### Signal wires on met3

(2 px per µm)
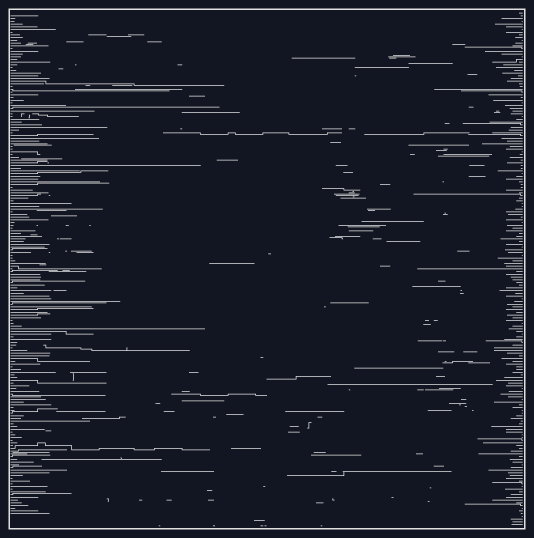
### Clock network drawn from the DEF

(2 px per µm)
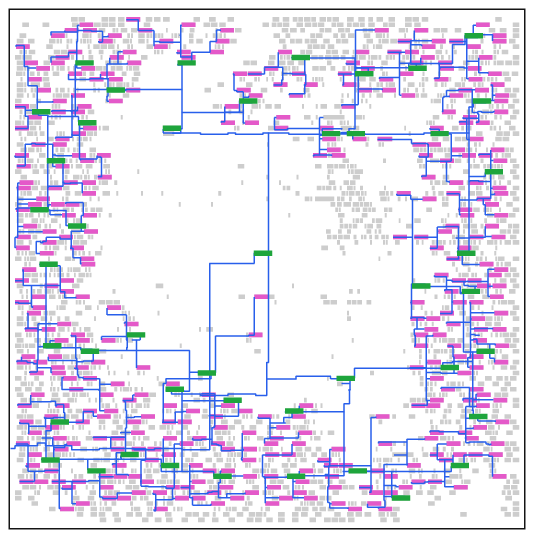
### Clock wiring as the flow saved it

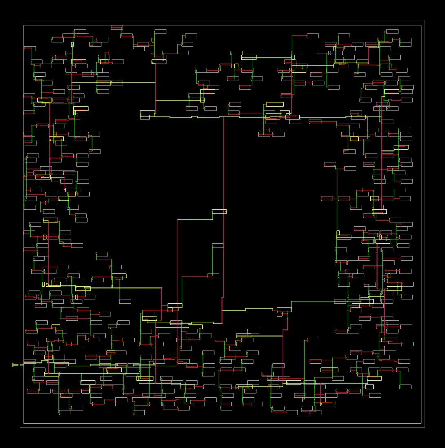
### Signal wires by layer

(1 px per µm)
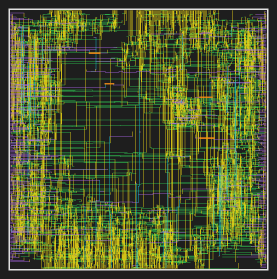
`config.mk`:
```
export PLATFORM = sky130hd
export DESIGN_NAME = id_pipe_flat
export DESIGN_NICKNAME = d
export VERILOG_FILES = /design/src/rtl/id_pipe_if.sv /design/src/rtl/id_pipe.sv /design/src/flat_wrapper.sv
export SDC_FILE = /design/constraint.sdc
export NUM_CORES = 1
export LEC_CHECK = 0
export ABC_CLOCK_PERIOD_IN_PS = 5800
export CORE_AREA = 2 2 255 257
export DETAILED_ROUTE_END_ITERATION = 8
export DIE_AREA = 0 0 257 259
export GPL_TIMING_DRIVEN = 0
export SLEW_MARGIN = 20
export SYNTH_ARGS = -nofsm -noshare
export SYNTH_HDL_FRONTEND = slang
export SYNTH_SLANG_ARGS = --single-unit
export TNS_END_PERCENT = 10
```
`constraint.sdc`:
```
create_clock -name clk -period 5.8 [get_ports clk]
set_input_delay 1.16 -clock clk [delete_from_list [all_inputs] [get_ports clk]]
set_output_delay 1.16 -clock clk [all_outputs]
set_load 0.05 [all_outputs]
```
`src/rtl/id_pipe_if.sv`:
```
// id_pipe_if: handshake and decode bus between if_id, the regfile, id_pipe and ex.
interface id_pipe_if #(
    parameter int XLEN   = 64,
    parameter int ADDR_W = 64,
    parameter int REG_AW = 5
);
    logic              in_valid;
    logic              in_ready;
    logic [31:0]       inst_i;
    logic [ADDR_W-1:0] inst_addr_i;
    logic              flush_i;
    logic [REG_AW-1:0] reg1_raddr_o;
    logic [REG_AW-1:0] reg2_raddr_o;
    logic [XLEN-1:0]   reg1_rdata_i;
    logic [XLEN-1:0]   reg2_rdata_i;
    logic              out_valid;
    logic              out_ready;
    logic [XLEN-1:0]   op1_o;
    logic [XLEN-1:0]   op2_o;
    logic [XLEN-1:0]   imm_o;
    logic [31:0]       inst_o;
    logic [ADDR_W-1:0] inst_addr_o;
    logic [XLEN-1:0]   reg1_rdata_o;
    logic [XLEN-1:0]   reg2_rdata_o;
    logic              reg_we_o;
    logic [REG_AW-1:0] reg_waddr_o;
    logic              illegal_o;

    modport slave (
        input  in_valid, inst_i, inst_addr_i, flush_i, reg1_rdata_i, reg2_rdata_i, out_ready,
        output in_ready, reg1_raddr_o, reg2_raddr_o, out_valid, op1_o, op2_o, imm_o, inst_o,
               inst_addr_o, reg1_rdata_o, reg2_rdata_o, reg_we_o, reg_waddr_o, illegal_o
    );

    modport master (
        output in_valid, inst_i, inst_addr_i, flush_i, reg1_rdata_i, reg2_rdata_i, out_ready,
        input  in_ready, reg1_raddr_o, reg2_raddr_o, out_valid, op1_o, op2_o, imm_o, inst_o,
               inst_addr_o, reg1_rdata_o, reg2_rdata_o, reg_we_o, reg_waddr_o, illegal_o
    );
endinterface

```
`src/rtl/id_pipe.sv`:
```
// id_pipe: registered RV32I/RV64I decode stage with valid/ready handshake and flush.
module id_pipe #(
    parameter int XLEN   = 64,
    parameter int ADDR_W = 64,
    parameter int REG_AW = 5
) (
    input logic      clk,
    input logic      rst,
    id_pipe_if.slave bus
);
    typedef struct packed {
        logic [XLEN-1:0]   op1;
        logic [XLEN-1:0]   op2;
        logic [XLEN-1:0]   imm;
        logic [XLEN-1:0]   r1;
        logic [XLEN-1:0]   r2;
        logic [31:0]       inst;
        logic [ADDR_W-1:0] pc;
        logic              we;
        logic [REG_AW-1:0] wa;
        logic              ill;
    } bundle_t;

    bundle_t         b_d, b_q;
    logic            valid_q, ld, use1, use2, we, ld_ok, st_ok;
    logic [6:0]      opc;
    logic [2:0]      f3;
    logic [4:0]      rd;
    logic [XLEN-1:0] pc, four, imm_i, imm_s, imm_b, imm_u, imm_j;

    assign opc   = bus.inst_i[6:0];
    assign f3    = bus.inst_i[14:12];
    assign rd    = bus.inst_i[11:7];
    assign pc    = XLEN'(bus.inst_addr_i);
    assign four  = XLEN'(3'd4);
    assign imm_i = XLEN'($signed(bus.inst_i[31:20]));
    assign imm_s = XLEN'($signed({bus.inst_i[31:25], bus.inst_i[11:7]}));
    assign imm_b = XLEN'($signed({bus.inst_i[31], bus.inst_i[7], bus.inst_i[30:25], bus.inst_i[11:8], 1'b0}));
    assign imm_u = XLEN'($signed({bus.inst_i[31:12], 12'b0}));
    assign imm_j = XLEN'($signed({bus.inst_i[31], bus.inst_i[19:12], bus.inst_i[20], bus.inst_i[30:21], 1'b0}));
    // RV32 has no LWU/LD/SD, so the legal LOAD/STORE funct3 sets shrink
    assign ld_ok = (XLEN == 32) ? (f3 inside {3'b000, 3'b001, 3'b010, 3'b100, 3'b101}) : (f3 != 3'b111);
    assign st_ok = f3 <= ((XLEN == 32) ? 3'd2 : 3'd3);

    always_comb begin
        b_d      = '0;
        use1     = 1'b0;
        use2     = 1'b0;
        we       = 1'b0;
        b_d.inst = bus.inst_i;
        b_d.pc   = bus.inst_addr_i;
        b_d.r1   = bus.reg1_rdata_i;
        b_d.r2   = bus.reg2_rdata_i;
        case (opc)
            7'b0010011: begin use1 = 1'b1; b_d.op1 = bus.reg1_rdata_i; b_d.op2 = imm_i; b_d.imm = imm_i; we = 1'b1; end
            7'b0110011: begin use1 = 1'b1; use2 = 1'b1; b_d.op1 = bus.reg1_rdata_i; b_d.op2 = bus.reg2_rdata_i; we = 1'b1; end
            7'b0110111: begin b_d.op2 = imm_u; b_d.imm = imm_u; we = 1'b1; end
            7'b0010111: begin b_d.op1 = pc; b_d.op2 = imm_u; b_d.imm = imm_u; we = 1'b1; end
            7'b1101111: begin b_d.op1 = pc; b_d.op2 = four; b_d.imm = imm_j; we = 1'b1; end
            7'b1100111:
                if (f3 == 3'b000) begin use1 = 1'b1; b_d.op1 = pc; b_d.op2 = four; b_d.imm = imm_i; we = 1'b1; end
                else b_d.ill = 1'b1;
            7'b1100011:
                if (f3[2:1] != 2'b01) begin
                    use1 = 1'b1; use2 = 1'b1; b_d.op1 = bus.reg1_rdata_i; b_d.op2 = bus.reg2_rdata_i; b_d.imm = imm_b;
                end else b_d.ill = 1'b1;
            7'b0000011:
                if (ld_ok) begin use1 = 1'b1; b_d.op1 = bus.reg1_rdata_i; b_d.op2 = imm_i; b_d.imm = imm_i; we = 1'b1; end
                else b_d.ill = 1'b1;
            7'b0100011:
                if (st_ok) begin use1 = 1'b1; use2 = 1'b1; b_d.op1 = bus.reg1_rdata_i; b_d.op2 = imm_s; b_d.imm = imm_s; end
                else b_d.ill = 1'b1;
            default: b_d.ill = 1'b1;
        endcase
        b_d.we = we && (rd != 5'd0);
        b_d.wa = b_d.we ? REG_AW'(rd) : '0;
    end

    assign bus.reg1_raddr_o = use1 ? REG_AW'(bus.inst_i[19:15]) : '0;
    assign bus.reg2_raddr_o = use2 ? REG_AW'(bus.inst_i[24:20]) : '0;
    assign bus.in_ready     = !valid_q || bus.out_ready;
    assign ld               = bus.in_valid && bus.in_ready && !bus.flush_i;

    always_ff @(posedge clk) begin
        if (rst) begin
            valid_q <= 1'b0;
            b_q     <= '0;
        end else begin
            valid_q <= bus.flush_i ? 1'b0 : ld ? 1'b1 : bus.out_ready ? 1'b0 : valid_q;
            if (ld) b_q <= b_d;
        end
    end

    assign bus.out_valid    = valid_q;
    assign bus.op1_o        = b_q.op1;
    assign bus.op2_o        = b_q.op2;
    assign bus.imm_o        = b_q.imm;
    assign bus.inst_o       = b_q.inst;
    assign bus.inst_addr_o  = b_q.pc;
    assign bus.reg1_rdata_o = b_q.r1;
    assign bus.reg2_rdata_o = b_q.r2;
    assign bus.reg_we_o     = b_q.we;
    assign bus.reg_waddr_o  = b_q.wa;
    assign bus.illegal_o    = b_q.ill;
endmodule

```
`src/flat_wrapper.sv`:
```
// flat-port wrapper written by rule: the top's interface ports become plain ports
module id_pipe_flat 
#(
    parameter int XLEN   = 64,
    parameter int ADDR_W = 64,
    parameter int REG_AW = 5
)
  (clk, rst, bus_in_valid, bus_inst_i, bus_inst_addr_i, bus_flush_i, bus_reg1_rdata_i, bus_reg2_rdata_i, bus_out_ready, bus_in_ready, bus_reg1_raddr_o, bus_reg2_raddr_o, bus_out_valid, bus_op1_o, bus_op2_o, bus_imm_o, bus_inst_o, bus_inst_addr_o, bus_reg1_rdata_o, bus_reg2_rdata_o, bus_reg_we_o, bus_reg_waddr_o, bus_illegal_o);
  id_pipe_if #(.XLEN(XLEN), .ADDR_W(ADDR_W), .REG_AW(REG_AW)) bus_i ();
  input logic clk;
  input logic rst;
  input wire logic [$bits(bus_i.in_valid)-1:0] bus_in_valid;
  input wire logic [$bits(bus_i.inst_i)-1:0] bus_inst_i;
  input wire logic [$bits(bus_i.inst_addr_i)-1:0] bus_inst_addr_i;
  input wire logic [$bits(bus_i.flush_i)-1:0] bus_flush_i;
  input wire logic [$bits(bus_i.reg1_rdata_i)-1:0] bus_reg1_rdata_i;
  input wire logic [$bits(bus_i.reg2_rdata_i)-1:0] bus_reg2_rdata_i;
  input wire logic [$bits(bus_i.out_ready)-1:0] bus_out_ready;
  output wire logic [$bits(bus_i.in_ready)-1:0] bus_in_ready;
  output wire logic [$bits(bus_i.reg1_raddr_o)-1:0] bus_reg1_raddr_o;
  output wire logic [$bits(bus_i.reg2_raddr_o)-1:0] bus_reg2_raddr_o;
  output wire logic [$bits(bus_i.out_valid)-1:0] bus_out_valid;
  output wire logic [$bits(bus_i.op1_o)-1:0] bus_op1_o;
  output wire logic [$bits(bus_i.op2_o)-1:0] bus_op2_o;
  output wire logic [$bits(bus_i.imm_o)-1:0] bus_imm_o;
  output wire logic [$bits(bus_i.inst_o)-1:0] bus_inst_o;
  output wire logic [$bits(bus_i.inst_addr_o)-1:0] bus_inst_addr_o;
  output wire logic [$bits(bus_i.reg1_rdata_o)-1:0] bus_reg1_rdata_o;
  output wire logic [$bits(bus_i.reg2_rdata_o)-1:0] bus_reg2_rdata_o;
  output wire logic [$bits(bus_i.reg_we_o)-1:0] bus_reg_we_o;
  output wire logic [$bits(bus_i.reg_waddr_o)-1:0] bus_reg_waddr_o;
  output wire logic [$bits(bus_i.illegal_o)-1:0] bus_illegal_o;
  assign bus_i.in_valid = bus_in_valid;
  assign bus_i.inst_i = bus_inst_i;
  assign bus_i.inst_addr_i = bus_inst_addr_i;
  assign bus_i.flush_i = bus_flush_i;
  assign bus_i.reg1_rdata_i = bus_reg1_rdata_i;
  assign bus_i.reg2_rdata_i = bus_reg2_rdata_i;
  assign bus_i.out_ready = bus_out_ready;
  assign bus_in_ready = bus_i.in_ready;
  assign bus_reg1_raddr_o = bus_i.reg1_raddr_o;
  assign bus_reg2_raddr_o = bus_i.reg2_raddr_o;
  assign bus_out_valid = bus_i.out_valid;
  assign bus_op1_o = bus_i.op1_o;
  assign bus_op2_o = bus_i.op2_o;
  assign bus_imm_o = bus_i.imm_o;
  assign bus_inst_o = bus_i.inst_o;
  assign bus_inst_addr_o = bus_i.inst_addr_o;
  assign bus_reg1_rdata_o = bus_i.reg1_rdata_o;
  assign bus_reg2_rdata_o = bus_i.reg2_rdata_o;
  assign bus_reg_we_o = bus_i.reg_we_o;
  assign bus_reg_waddr_o = bus_i.reg_waddr_o;
  assign bus_illegal_o = bus_i.illegal_o;
  id_pipe #(.XLEN(XLEN), .ADDR_W(ADDR_W), .REG_AW(REG_AW)) u_core (.clk(clk), .rst(rst), .bus(bus_i));
endmodule
```
==> summary.txt <==
Item: results of the latest flow run.

- The post-cts repair resize count is 0.
- The cell count after synthesis came out at 1833.
- Entering global routing, the biggest net connects 35 pins.
- The combined buffer and inverter count along the critical path is 4.
- The via count of the first global-routing pass is 15542.
- Summed over its instances, the top area cell type makes up 52.9% of the synthesized netlist area.
- In this run, the synthesized area fraction spent on adder and majority cells is recorded as 0%.
- The type of element launching the critical path is a primary input.
- In this design, the largest share of critical-path delay is due to buffers and inverters.
- The required arrival time at the worst endpoint is 4.64 ns.
- The violation tally recorded at the end of detailed-routing iteration 0 is 871.
- The final standard cell count with taps included and fillers excluded is 3431.
- The post-synthesis chip area from yosys is 0.0148 mm².
- The post-route setup TNS is 0 ns.
- The switching portion of total power comes to 28.3%.
- The number of placed instances, taps included is 3348.
- The CTS tree is built.
- The startpoint of the lowest-slack register-to-register path is u_core.bus.out_valid.
- The category of the critical setup timing path is in2out.
- The flow measured a signed area growth from synthesis to layout of 61.8%.
- During placement, the flow inserted port buffers numbering 658.
- The run finished with clean final reports.
- The number of nets handed over by synthesis was approximately 2100.
- The peak clock frequency supported by timing is 178 MHz.
- The end-of-flow timing check tallies setup violations at 0.
- The dominant register cell in the synthesized netlist is sky130_fd_sc_hd__dfxtp_1.
- The combinational cell fraction of total power is 14.9%.
- The pin closest to its max-slew limit shows a slew of ~1.1 ns.
- Multiplexer cells account for 0.135% of the synthesized area.
- The global-route wire length before repair is 109000 µm.
- The synthesized cell area is 0.0148 mm².
- The post-CTS setup buffer count is 0.
- Per STA, the worst path is made up of clkdlybuf4s50_1 > buf_2 > nand2b_1 > o21ai_0 > and3_1 > buf_2 > or2_2 > and2_1 > clkdlybuf4s50_1.
- The reported max-cap violation count is 0.
- The nature of the critical path endpoint is an output port.
- Of all cell types, the one taking the most synthesized area is sky130_fd_sc_hd__dfxtp_1.
- Cell internal power was estimated by the tool at 4.78 mW.
- The core area is 0.0639 mm².
- The first detailed-routing pass ran for 5 iterations.
- Counting flops and latches in the post-synthesis netlist gives between 300 and 400.
- Across the VDD grid, the largest voltage drop is approximately 200 µV.
- Per the STA report, the cell with the highest stage delay on the worst path is sky130_fd_sc_hd__clkdlybuf4s50_1.
- The clock buffer count from CTS is approximately 45.
- The classification of the worst-slack hold path is reg2reg.
- The power in combinational cells is 0.994 mW.
- The flow reports that the clock network draws a little over two fifths of the design power.
- The number of sinks driven by the clock tree is slightly below 400.
- The sequential-to-total area share from yosys stat is about 53%.
- The overall die size recorded for this design is 0.0666 mm².
- The horizontal die dimension reported for this design is between 200 and 300 µm.
- The number of levels the H-tree was split into is 2.
- The number of hold violations in the final report is 0.
- Note, the detailed placer reported a final HPWL of roughly 60000 µm.
- The total of hold buffers inserted after clock tree synthesis is 0.
- The site row count is 93.
- The remaining global-route overflow is 0.
- In the post-synthesis netlist, the biggest area contributors are sky130_fd_sc_hd__dfxtp_1, sky130_fd_sc_hd__nand2_1, sky130_fd_sc_hd__a21oi_1.
- Per the gpl log, the routability congestion estimate is 0.882.
- The worst relative slew slack is just under 30%.
- The maximum single-stage delay on the critical path is around 0.79 ns.
- The cell-mix breakdown from Yosys lists the XOR/XNOR area share as 0%.
- In this run the most critical hold path is launched from u_core.bus.inst_addr_o[49].
- The detail route stage leaves a number of antenna-violating nets equal to 0.
- The origin of the worst setup path is bus_inst_i[4].
Back to the opening pictures, 'Signal wires on met3':
- longest straight run: 103 µm
- share of all routed wire: 8.1%
- wire length on this layer: 6190 µm
- nets with wire on the layer: 466
met3 track demand over resource in global routing: 7.09%
WL final: 76300 µm
via count: 15855

Back to the opening pictures, 'Clock network drawn from the DEF':
- green: cells driving clock nets (count 45)
- blue: clock wires (length 5670 µm)
- magenta: flip-flops (count 392)
- flops lie: all over the die
- routed clock nets: 46

Back to the opening pictures, 'Clock wiring as the flow saved it':
Max Clock Skew: 0.0192 ns
clk latency late pin: 0.58 ns
Clock group: 2.86 mW

Back to the opening pictures, 'Signal wires by layer':
- purple: met3 (wire length 6190 µm)
- orange: met5 (wire length 44.2 µm)
- yellow: met2 (wire length 37.7 mm)
- green: met1 (wire length 30.3 mm)
- cyan: met4 (wire length 2140 µm)
routed length per instance: 22.2 µm
Overall Global Routing Usage: 22.1%

==> worst paths after layout <==
check             cells past startpoint  slack [ns]                          to
setup / recovery                      9        0.18         bus_reg2_raddr_o[4]
setup reg to reg                      7        2.24  u_core.bus.reg1_rdata_o[2]
hold / removal                        2        0.45  u_core.bus.inst_addr_o[49]
hold reg to reg                       2        0.45  u_core.bus.inst_addr_o[49]
==> final cells by class <==
type | instances | area (µm²)
Sequential cell | 392 | 7850
Timing Repair Buffer | 660 | 6610
Clock buffer | 68 | 1320
Multi-Input combinational cell | 1197 | 5880
Fill cell | 6576 | 39900
Tap cell | 855 | 1070
Antenna cell | 2 | 5.00
Inverter | 69 | 259
Clock inverter | 13 | 155
Buffer | 175 | 855
==> synthesized netlist by cell type (17+ instances only) <==
| cell | count |
|---|---|
| sky130_fd_sc_hd__a21oi_1 | 285 |
| sky130_fd_sc_hd__a221oi_1 | 17 |
| sky130_fd_sc_hd__a22o_1 | 21 |
| sky130_fd_sc_hd__a22oi_1 | 73 |
| sky130_fd_sc_hd__and2_1 | 17 |
| sky130_fd_sc_hd__buf_2 | 18 |
| sky130_fd_sc_hd__buf_4 | 32 |
| sky130_fd_sc_hd__clkbuf_1 | 114 |
| sky130_fd_sc_hd__dfxtp_1 | 392 |
| sky130_fd_sc_hd__inv_1 | 69 |
| sky130_fd_sc_hd__nand2_1 | 531 |
| sky130_fd_sc_hd__nor3_1 | 17 |
| sky130_fd_sc_hd__o21ai_0 | 95 |
| sky130_fd_sc_hd__o21ai_1 | 50 |
==> worst register-to-register path, stage by stage (launching register included) <==
cell                       delay, ns
sky130_fd_sc_hd__dfxtp_1        0.31
sky130_fd_sc_hd__nor2b_1        0.15
sky130_fd_sc_hd__nor2_1         0.43
sky130_fd_sc_hd__clkbuf_1       0.69
sky130_fd_sc_hd__clkbuf_1       0.82
sky130_fd_sc_hd__clkbuf_1       0.80
sky130_fd_sc_hd__nand2_1        0.14
sky130_fd_sc_hd__a21oi_1        0.16
==> metal layers <==
layer / vias to the layer above / share of wire (%) / track usage [%]
li1: 7568 / - / -
met1: 7525 / 40 / 25.1
met2: 643 / 49 / 39.1
met3: 111 / 8.1 / 7.09
met4: 8 / 2.8 / 6.86
met5: - / 0.058 / 0
==> registers in the layout, summed over array words and instances (netlist names) <==
signal                   cells
u_core.bus.reg_we_o          1
u_core.bus.op1_o            64
u_core.bus.inst_o           32
u_core.bus.inst_addr_o      64
u_core.bus.reg_waddr_o       5
u_core.bus.out_valid         1
u_core.bus.imm_o            32
u_core.bus.reg1_rdata_o     64
u_core.bus.op2_o            64
u_core.bus.reg2_rdata_o     64
u_core.bus.illegal_o         1
==> stage by stage <==
step                      util [%]  hold slack [ns]  setup slack, ns  area [µm²]  total power [mW]
after floorplan                  -            0.671             1.92       14800              3.35
after global placement        35.2            0.434            0.167       22500              3.87
after detailed placement      35.2            0.441            0.186       22500              3.87
after CTS                     37.6            0.451            0.168       24000              6.74
after global routing          37.6            0.468           0.0516       24000              6.91
final                         37.6            0.451            0.176       24000              6.67
==> logic make-up (layout without fill, tap and decap cells) <==
logic type	after synthesis	count (layout)
other cells	0	2
buf+inv	244	985
mux	2	2
flops	392	392
compound gates	576	576
simple gates	619	619
Power figures rest on the tool's default switching activity, not on a simulated workload.
